### src/rtl/sw_write_master.sv
// sw_write_master: buffers host (addr, data) write commands in a FIFO and replays
// each one as a single-cycle sw_we strobe framed by a 4-phase req/ack handshake.
//   clk, rst_n               clock, asynchronous active-low reset
//   cmd_valid/ready/addr/data host command push interface (ready = !fifo_full)
//   req, ack                 handshake toward / from the register block
//   sw_we, sw_addr, sw_wdata registered write strobe, address and data
//   fifo_full, fifo_empty    FIFO occupancy flags
//   busy                     FSM is not IDLE
//   done_cnt                 saturating count of acknowledged writes
//   err, err_clr             sticky handshake-timeout flag and its clear
module sw_write_master #(
    parameter int DEPTH   = 4,
    parameter int ADDR_W  = 32,
    parameter int DATA_W  = 32,
    parameter int TIMEOUT = 15
) (
    input  logic              clk,
    input  logic              rst_n,
    input  logic              cmd_valid,
    output logic              cmd_ready,
    input  logic [ADDR_W-1:0] cmd_addr,
    input  logic [DATA_W-1:0] cmd_data,
    output logic              req,
    input  logic              ack,
    output logic              sw_we,
    output logic [ADDR_W-1:0] sw_addr,
    output logic [DATA_W-1:0] sw_wdata,
    output logic              fifo_full,
    output logic              fifo_empty,
    output logic              busy,
    output logic [15:0]       done_cnt,
    output logic              err,
    input  logic              err_clr
);
    localparam int AW = $clog2(DEPTH);
    localparam int TW = $clog2(TIMEOUT);
    localparam logic [TW-1:0] TMAX = TW'(TIMEOUT - 1);

    typedef enum logic [1:0] {IDLE, ISSUE, WAIT_ACK, RELEASE} state_t;

    state_t                     state_q, state_d;
    logic [ADDR_W+DATA_W-1:0]   mem_q [DEPTH];
    logic [ADDR_W+DATA_W-1:0]   mem_d [DEPTH];
    logic [AW-1:0]              wr_q, wr_d, rd_q, rd_d;
    logic [AW:0]                cnt_q, cnt_d;
    logic [TW-1:0]              tmo_q, tmo_d;
    logic                       req_q, req_d, we_q, we_d, err_q, err_d;
    logic [ADDR_W-1:0]          addr_q, addr_d;
    logic [DATA_W-1:0]          data_q, data_d;
    logic [15:0]                done_q, done_d;
    logic                       push, pop, err_set;

    assign fifo_full  = cnt_q == (AW+1)'(DEPTH);
    assign fifo_empty = cnt_q == '0;
    assign cmd_ready  = !fifo_full;
    assign push       = cmd_valid && cmd_ready;
    assign busy       = state_q != IDLE;
    assign req        = req_q;
    assign sw_we      = we_q;
    assign sw_addr    = addr_q;
    assign sw_wdata   = data_q;
    assign done_cnt   = done_q;
    assign err        = err_q;

    always_comb begin
        state_d = state_q;
        tmo_d   = tmo_q;
        done_d  = done_q;
        pop     = 1'b0;
        err_set = 1'b0;
        case (state_q)
            IDLE: begin
                if (!fifo_empty) begin
                    state_d = ISSUE;
                    pop     = 1'b1;
                end
            end
            ISSUE: begin
                tmo_d   = '0;
                state_d = WAIT_ACK;
            end
            WAIT_ACK: begin
                if (ack) begin
                    done_d  = (done_q == 16'hFFFF) ? done_q : done_q + 16'd1;
                    tmo_d   = '0;
                    state_d = RELEASE;
                end else if (tmo_q == TMAX) begin
                    err_set = 1'b1;
                    tmo_d   = '0;
                    state_d = RELEASE;
                end else begin
                    tmo_d = tmo_q + TW'(1);
                end
            end
            RELEASE: begin
                // A dropped ack chains straight into the next command, saving the IDLE cycle.
                if (!ack) begin
                    state_d = fifo_empty ? IDLE : ISSUE;
                    pop     = !fifo_empty;
                end else if (tmo_q == TMAX) begin
                    err_set = 1'b1;
                    state_d = IDLE;
                end else begin
                    tmo_d = tmo_q + TW'(1);
                end
            end
            default: state_d = IDLE;
        endcase
        req_d  = (state_d == ISSUE) || (state_d == WAIT_ACK);
        we_d   = state_d == ISSUE;
        addr_d = pop ? mem_q[rd_q][ADDR_W+DATA_W-1:DATA_W] : addr_q;
        data_d = pop ? mem_q[rd_q][DATA_W-1:0] : data_q;
        // A timeout in the same cycle as a clear must leave err set.
        err_d  = err_set || (err_q && !err_clr);
        wr_d   = push ? wr_q + AW'(1) : wr_q;
        rd_d   = pop ? rd_q + AW'(1) : rd_q;
        cnt_d  = cnt_q + (AW+1)'(push) - (AW+1)'(pop);
        mem_d  = mem_q;
        if (push) mem_d[wr_q] = {cmd_addr, cmd_data};
    end

    always_ff @(posedge clk or negedge rst_n) begin
        if (!rst_n) begin
            state_q <= IDLE;
            wr_q    <= '0;
            rd_q    <= '0;
            cnt_q   <= '0;
            tmo_q   <= '0;
            req_q   <= 1'b0;
            we_q    <= 1'b0;
            addr_q  <= '0;
            data_q  <= '0;
            done_q  <= '0;
            err_q   <= 1'b0;
        end else begin
            state_q <= state_d;
            wr_q    <= wr_d;
            rd_q    <= rd_d;
            cnt_q   <= cnt_d;
            tmo_q   <= tmo_d;
            req_q   <= req_d;
            we_q    <= we_d;
            addr_q  <= addr_d;
            data_q  <= data_d;
            done_q  <= done_d;
            err_q   <= err_d;
        end
    end

    // Storage needs no reset: entries are only read once the pointers say they are valid.
    always_ff @(posedge clk) begin
        mem_q <= mem_d;
    end
endmodule
### config.mk
export PLATFORM = sky130hd
export DESIGN_NAME = sw_write_master
export DESIGN_NICKNAME = d
export VERILOG_FILES = /design/src/rtl/sw_write_master.sv
export SDC_FILE = /design/constraint.sdc
export NUM_CORES = 1
export LEC_CHECK = 0
export ABC_AREA = 1
export CORE_MARGIN = 10
export CORE_UTILIZATION = 30
export CTS_CLUSTER_DIAMETER = 50
export DETAILED_ROUTE_END_ITERATION = 7
export GPL_TIMING_DRIVEN = 0
export PLACE_DENSITY_LB_ADDON = 0.2
export SYNTH_ARGS = -nofsm -noshare
export SYNTH_HDL_FRONTEND = slang
export SYNTH_SLANG_ARGS = --single-unit
### constraint.sdc
create_clock -name clk -period 4.7 [get_ports clk]
set_input_delay 0.94 -clock clk [delete_from_list [all_inputs] [get_ports clk]]
set_output_delay 0.94 -clock clk [all_outputs]
set_load 0.05 [all_outputs]
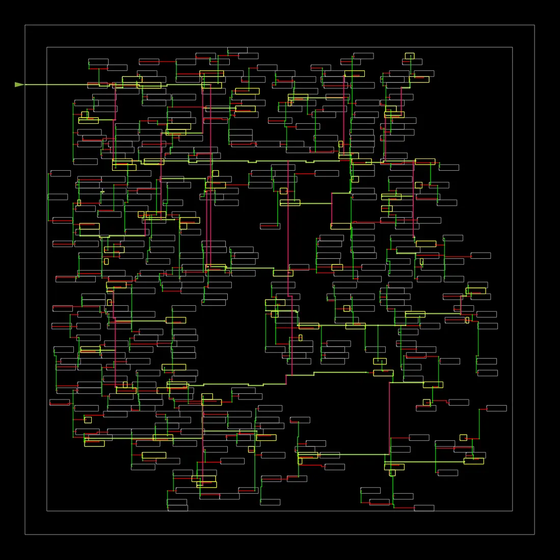
Run 1: clock wiring as the flow saved it
clock latency on the worst-skew pair: 0.57 ns
Clock Skews: 0.0266 ns

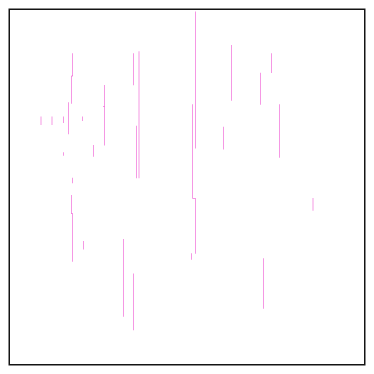
Run 1: M4 wires
(1.5 px per um)
share of all routed wire: 2.1%
wire length on this layer: 766 um
longest straight run: 91.1 um
nets with wire on the layer: 14
main direction: vertical
total wire length after detailed routing: 37000 um
routed vias: 9293

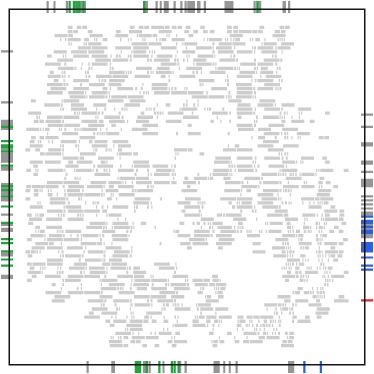
Run 1: pin placement
(1.5 px per um) Pins as bars across the die edge, other pins in gray.
legend:
  green:
    port: sw_addr
    pins: 32
    direction: output
    edge: 16 west, 9 south, 7 north
  blue:
    port: done_cnt
    pins: 16
    direction: output
    edge: 14 east, 2 south
  red:
    port: rst_n
    pins: 1
    direction: input
    edge: east
all pins by edge: 45 north, 44 west, 36 east, 31 south
number of input and output port buffers inserted: 155
DIE HEIGHT: 236 um
horizontal die size: 236 um

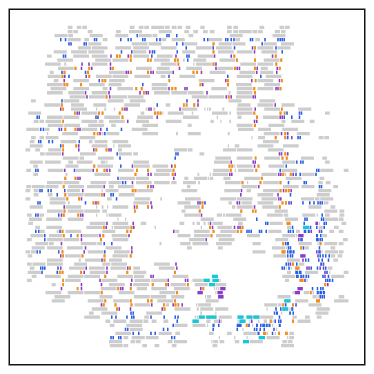
Run 1: gate families picked out
(1.5 px per um)
legend:
  cyan:
    family: adder and majority cells
    cells: 16
  orange:
    family: inverting AOI/OAI gates
    cells: 212
    where: all over the die
  blue:
    family: NAND gates
    cells: 306
    where: all over the die
  purple:
    family: NOR gates
    cells: 219
most used logic cell in the final layout: sky130_fd_sc_hd__nand2_1
Finished Layout Cells: 2076
proportion of cell area occupied by multi-input gates: 19.2%

==> tab_implementation.tex, run 1 <==
% Synthesis and place-and-route results
\begin{tabular}{lr}
\hline
Metric & Value \\
\hline
\multicolumn{2}{l}{\textbf{Run status}} \\
Result of the run & finished, final reports clean \\
\multicolumn{2}{l}{\textbf{Floorplanning}} \\
Number of tap cells added at floorplan & 607 \\
\multicolumn{2}{l}{\textbf{Routing}} \\
Uppermost metal layer occupied by signal nets & met5 \\
\# DRC & 0 \\
Detailed-routed wire length on met3 & between 2000 and 2500 um \\
Residual antenna-violating net count after detailed routing & 0 \\
Routed wirelength normalized by instance count & around 18 um \\
Starting DRT DRC Count & a little under 500 \\
\multicolumn{2}{l}{\textbf{Layout}} \\
Proportion of final cell area spent on non-clock buffers & between 10\% and 20\% \\
Antenna diode count & 3 \\
Share of final-layout standard cells stronger than drive strength 1 & under 10\% \\
Area growth from synthesis to final layout & 29.8\% \\
Area-dominant cell class after layout & registers \\
\multicolumn{2}{l}{\textbf{Power}} \\
Top power group & combinational logic \\
Cell-internal power & approximately 8.1 mW \\
Sum of internal, switching and leakage power & 13.5 mW \\
Flip-flop and latch power & around 4.6 mW \\
\multicolumn{2}{l}{\textbf{Yosys}} \\
Predominant post-synthesis flop cell & sky130\_fd\_sc\_hd\_\_edfxtp\_1 \\
Yosys xor share & less than 1\% \\
Main area contributors after synthesis & sky130\_fd\_sc\_hd\_\_edfxtp\_1 55\%, sky130\_fd\_sc\_hd\_\_dfrtp\_1 17\%, sky130\_fd\_sc\_hd\_\_nand2\_1 7.5\%, sky130\_fd\_sc\_hd\_\_o21ai\_0 5.9\%, sky130\_fd\_sc\_hd\_\_nor2\_1 5.7\% \\
Cells after synthesis & $\sim$1200 \\
Top-area cell share & a little over half \\
Top cells by count & 278 x sky130\_fd\_sc\_hd\_\_nand2\_1, 256 x sky130\_fd\_sc\_hd\_\_edfxtp\_1, 214 x sky130\_fd\_sc\_hd\_\_nor2\_1 \\
Registers, synthesis & approximately 350 \\
\multicolumn{2}{l}{\textbf{Critical path}} \\
Critical path fanouts, max & 5 \\
\multicolumn{2}{l}{\textbf{Final timing}} \\
Fmax achieved & about 330 MHz \\
Final TNS setup & 0 ns \\
\multicolumn{2}{l}{\textbf{Clock tree}} \\
Clock-pin slew on the worst setup and hold paths & around 0.05 ns \\
PostCTS Resize Cnt & 0 \\
TritonCTS Sinks & roughly 350 \\
\multicolumn{2}{l}{\textbf{GRT}} \\
Number of antenna violations at the first check in global routing & 8 \\
Via count of the first global-routing pass & between 9000 and 10000 \\
\hline
\end{tabular}
run 1: worst paths after layout:
kind                                          from                       end  slack, ns
max in group asynchronous                    rst_n   sw_addr[17]$_DFFE_PN0P_       3.73
hold / removal                               rst_n  done_cnt[15]$_DFFE_PN0P_       0.31
setup / recovery              state_q[1]$_DFF_PN0_                      busy       1.63
hold reg to reg            sw_wdata[8]$_DFFE_PN0P_   sw_wdata[8]$_DFFE_PN0P_       0.48
min in group clk           sw_wdata[8]$_DFFE_PN0P_   sw_wdata[8]$_DFFE_PN0P_       0.48
setup reg to reg              state_q[1]$_DFF_PN0_        cnt_q[2]$_DFF_PN0_       2.10
run 1: critical path, delay by kind of cell (launching register included):
family	cells	cell delay [ns]
fa+ha+maj	1	0.19
buf+inv	3	0.99
flops	1	0.39
--- run 2 (diff from run 1) ---
clock period = 2.8 ns   (was 4.7 ns; I/O delays follow)
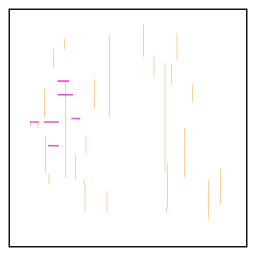
Run 2: routed metal, one color a layer
(1 px per um) Two of the layers only.
legend:
  magenta:
    layer: met5
    wire_length: 61.6 um
  orange:
    layer: met4
    wire_length: 824 um
total wire length after detailed routing: 36800 um
Tot GR Track Use: 13.1%
routed vias: 9283
routed wirelength normalized by instance count: 17.8 um

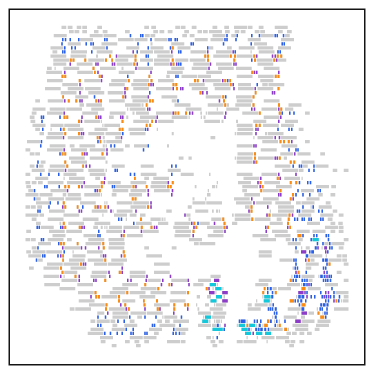
Run 2: gate families picked out
(1.5 px per um)
legend:
  orange:
    family: inverting AOI/OAI gates
    cells: 212
    where: all over the die
  blue:
    family: NAND gates
    cells: 306
    where: all over the die
  cyan:
    family: adder and majority cells
    cells: 16
  purple:
    family: NOR gates
    cells: 219
Finished Layout Cells: 2070
proportion of cell area occupied by multi-input gates: 19.3%

==> run 2 against run 1 <==
Against the previous run:
- sequential share of layout area rose by 0.45 points
- sequential power rose by 68%
- cell area fell by 0.80%
- critical path depth did not move
- critical path type unchanged
- critical endpoint is now fifo_empty
- highest routed layer unchanged
==> tab_implementation.tex, run 2 <==
% Synthesis and place-and-route results
\begin{tabular}{lr}
\hline
Metric & Value \\
\hline
\multicolumn{2}{l}{\textbf{Critical path}} \\
CP delay by family, top & buffers and inverters \\
Worst reg2reg setup slack & between 0.2 and 0.25 ns \\
Worst Setup Path Type & flop to output pin \\
Number of stages on the worst setup path & 4 \\
Capture instance of the worst register-to-register path & cnt\_q[2]\$\_DFF\_PN0\_ \\
Buf/Inv on CP & 2 \\
Critical path fanouts, max & 4 \\
Crit Reg-Reg Startpoint & state\_q[1]\$\_DFF\_PN0\_ \\
\multicolumn{2}{l}{\textbf{Layout}} \\
Antenna diode count & 0 \\
Area-dominant cell class after layout & registers \\
Most used logic cell in the final layout & sky130\_fd\_sc\_hd\_\_nand2\_1 \\
Area growth from synthesis to final layout & 28.7\% \\
Flops & between 300 and 400 \\
Share of final-layout standard cells stronger than drive strength 1 & around 9\% \\
Proportion of final cell area spent on non-clock buffers & 11.4\% \\
\multicolumn{2}{l}{\textbf{GRT}} \\
Via count of the first global-routing pass & between 9000 and 10000 \\
Number of antenna violations at the first check in global routing & 6 \\
\multicolumn{2}{l}{\textbf{Yosys}} \\
Predominant post-synthesis flop cell & sky130\_fd\_sc\_hd\_\_edfxtp\_1 \\
Cells after synthesis & roughly 1200 \\
Registers, synthesis & 352 \\
Main area contributors after synthesis & sky130\_fd\_sc\_hd\_\_edfxtp\_1 55\%, sky130\_fd\_sc\_hd\_\_dfrtp\_1 17\%, sky130\_fd\_sc\_hd\_\_nand2\_1 7.5\%, sky130\_fd\_sc\_hd\_\_o21ai\_0 5.9\%, sky130\_fd\_sc\_hd\_\_nor2\_1 5.7\% \\
Top-area cell share & a little over half \\
Top cells by count & 278 x sky130\_fd\_sc\_hd\_\_nand2\_1, 256 x sky130\_fd\_sc\_hd\_\_edfxtp\_1, 214 x sky130\_fd\_sc\_hd\_\_nor2\_1 \\
\multicolumn{2}{l}{\textbf{Power}} \\
Cell-internal power & around 13 mW \\
Flip-flop and latch power & approximately 7.6 mW \\
Top power group & combinational logic \\
Sum of internal, switching and leakage power & 22.2 mW \\
\multicolumn{2}{l}{\textbf{Routing}} \\
Residual antenna-violating net count after detailed routing & 0 \\
Starting DRT DRC Count & between 500 and 600 \\
\# DRC & 0 \\
\multicolumn{2}{l}{\textbf{Final timing}} \\
Clock Skews & roughly 0.019 ns \\
Fmax achieved & 377 MHz \\
\multicolumn{2}{l}{\textbf{Floorplanning}} \\
Horizontal die size & 236 um \\
Number of tap cells added at floorplan & approximately 610 \\
DIE HEIGHT & 236 um \\
\multicolumn{2}{l}{\textbf{Clock tree}} \\
TritonCTS buffer count & around 44 \\
Clock latency on the worst-skew pair & between 0.5 and 0.6 ns \\
\multicolumn{2}{l}{\textbf{Run status}} \\
Result of the run & finished, final reports clean \\
\multicolumn{2}{l}{\textbf{Placement}} \\
Number of input and output port buffers inserted & approximately 160 \\
\hline
\end{tabular}
==> run 2: repair_timing <==
action,CTS,global route
hold buffers,1,0
setup endpoints to repair,0,1
endpoints found under the hold margin,22,0
buffers inserted,0,0
resized,0,1
==> run 2: cell families (layout without fill, tap and decap cells) <==
family | count (synthesis) | count (layout) | share of synthesized area [%]
and+or+nand+nor | 525 | 525 | 14.7
DFF | 352 | 352 | 72.1
AOI/OAI and AO/OA | 213 | 213 | 7.79
buffers and inverters | 101 | 346 | 3.31
adders and majority gates | 16 | 16 | 1.48
xor gates and xnor gates | 11 | 11 | 0.688
==> run 2: routing by layer <==
layer,share of wire (%),up-vias,GRT usage (%)
met2,48,165,21.9
met1,44,4485,16.1
met3,5.1,68,3.29
met4,2.2,12,4.35
li1,-,4553,-
met5,0.17,-,0
--- run 3 (diff from run 2) ---
CORE_MARGIN = 1.5   (was 10)
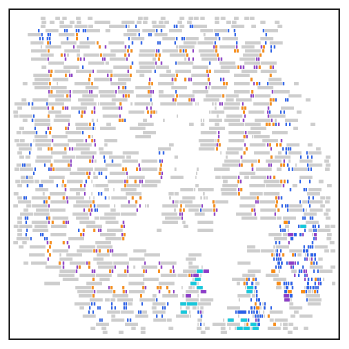
Run 3: gate families picked out
(1.5 px per um)
legend:
  blue:
    family: NAND gates
    cells: 306
    where: all over the die
  purple:
    family: NOR gates
    cells: 219
    where: all over the die
  cyan:
    family: adder and majority cells
    cells: 16
  orange:
    family: inverting AOI/OAI gates
    cells: 212
    where: all over the die
Finished Layout Cells: 2071
proportion of cell area occupied by multi-input gates: 19.2%

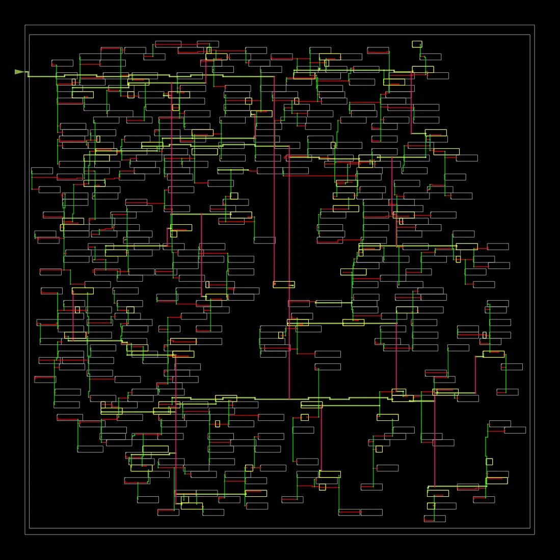
Run 3: clock wiring as the flow saved it
TritonCTS Sinks: 352
Flops: 352
clock latency on the worst-skew pair: 0.59 ns
Clock Skews: 0.0321 ns

==> run 3 against run 2 <==
Against the previous run:
- critical path type unchanged
- critical endpoint unchanged
- critical path depth stayed put
- power increased by 2.0%
- clock power is 7.7% higher
- clock skew rose by 0.013 ns
- highest routed layer unchanged
==> tab_implementation.tex, run 3 <==
% Synthesis and place-and-route results
\begin{tabular}{lr}
\hline
Metric & Value \\
\hline
\multicolumn{2}{l}{\textbf{Clock tree}} \\
Clock-pin slew on the worst setup and hold paths & 0.05 ns \\
Post-CTS Setup Repair Bufs & 0 \\
PostCTS Resize Cnt & 0 \\
\multicolumn{2}{l}{\textbf{GRT}} \\
M2 GR Usage & 25.3\% \\
Met3 Use GR & approximately 3.9\% \\
Via count of the first global-routing pass & around 9500 \\
Tot GR Track Use & between 15 and 20\% \\
Number of antenna violations at the first check in global routing & 6 \\
Met1 demand-to-capacity share in global routing & 19.9\% \\
Global-route layer with the greatest usage & met2 \\
\multicolumn{2}{l}{\textbf{Power}} \\
Cell-internal power & 13.6 mW \\
Sum of internal, switching and leakage power & 22.7 mW \\
\multicolumn{2}{l}{\textbf{Yosys}} \\
Adder share & 1.48\% \\
Registers, synthesis & around 350 \\
Top-area cell share & between 50\% and 60\% \\
Area fraction in and, or, nand and nor cells after synthesis & roughly 15\% \\
Dominant combinational cell family by area after synthesis & simple AND/OR/NAND/NOR gates \\
Cells after synthesis & roughly 1200 \\
Fraction of synthesized area in multiplexers & 0\% \\
\multicolumn{2}{l}{\textbf{Critical path}} \\
Worst Setup Path Type & flop to output pin \\
Critical path fanouts, max & 4 \\
Critical path endpoint & fifo\_empty \\
Worst reg2reg setup slack & 0.24 ns \\
CP delay by family, top & buffers and inverters \\
Buf/Inv on CP & 2 \\
Worst setup path startpoint & cnt\_q[1]\$\_DFF\_PN0\_ \\
\multicolumn{2}{l}{\textbf{Layout}} \\
Most used logic cell in the final layout & sky130\_fd\_sc\_hd\_\_nand2\_1 \\
Share of final-layout standard cells stronger than drive strength 1 & approximately a tenth \\
Area-dominant cell class after layout & registers \\
Area growth from synthesis to final layout & 29.7\% \\
Proportion of final cell area spent on non-clock buffers & 11.2\% \\
Antenna diode count & 1 \\
\multicolumn{2}{l}{\textbf{Routing}} \\
Length of routed wiring on met1 & 16300 um \\
Residual antenna-violating net count after detailed routing & 0 \\
Met2 wire len & $\sim$17000 um \\
Uppermost metal layer occupied by signal nets & met5 \\
\# DRC & 0 \\
Starting DRT DRC Count & between 400 and 500 \\
Detailed-routed wire length on met3 & roughly 1800 um \\
Routed wirelength normalized by instance count & between 15 and 20 um \\
\multicolumn{2}{l}{\textbf{Floorplanning}} \\
Horizontal die size & between 200 and 250 um \\
DIE HEIGHT & 219 um \\
\multicolumn{2}{l}{\textbf{Final timing}} \\
Final TNS setup & 0 ns \\
\multicolumn{2}{l}{\textbf{Run status}} \\
Result of the run & finished, final reports clean \\
\multicolumn{2}{l}{\textbf{Placement}} \\
Number of input and output port buffers inserted & between 150 and 200 \\
\hline
\end{tabular}
## run 3: netlist changes by cell type in the layout (fill, tap and decap cells not counted), moves of 2 or more
cell                         delta
sky130_fd_sc_hd__bufinv_16      +2
sky130_fd_sc_hd__clkbuf_1       -3
sky130_fd_sc_hd__clkbuf_16      +2
sky130_fd_sc_hd__clkbuf_8       -2
sky130_fd_sc_hd__clkinv_1       -2
sky130_fd_sc_hd__clkinv_2       +4
sky130_fd_sc_hd__clkinvlp_4     +5
## run 3: power by group through the flow
stage               Combinational, mW  Sequential, mW  Clock (mW)
floorplan                        3.90            9.50           0
global placement                 8.78            7.82           0
detailed placement               9.02            7.74           0
CTS                              9.07            7.65        6.36
global route                     9.82            7.79        6.56
finish                           8.84            7.64        6.18
Power figures rest on the tool's default switching activity, not on a simulated workload.
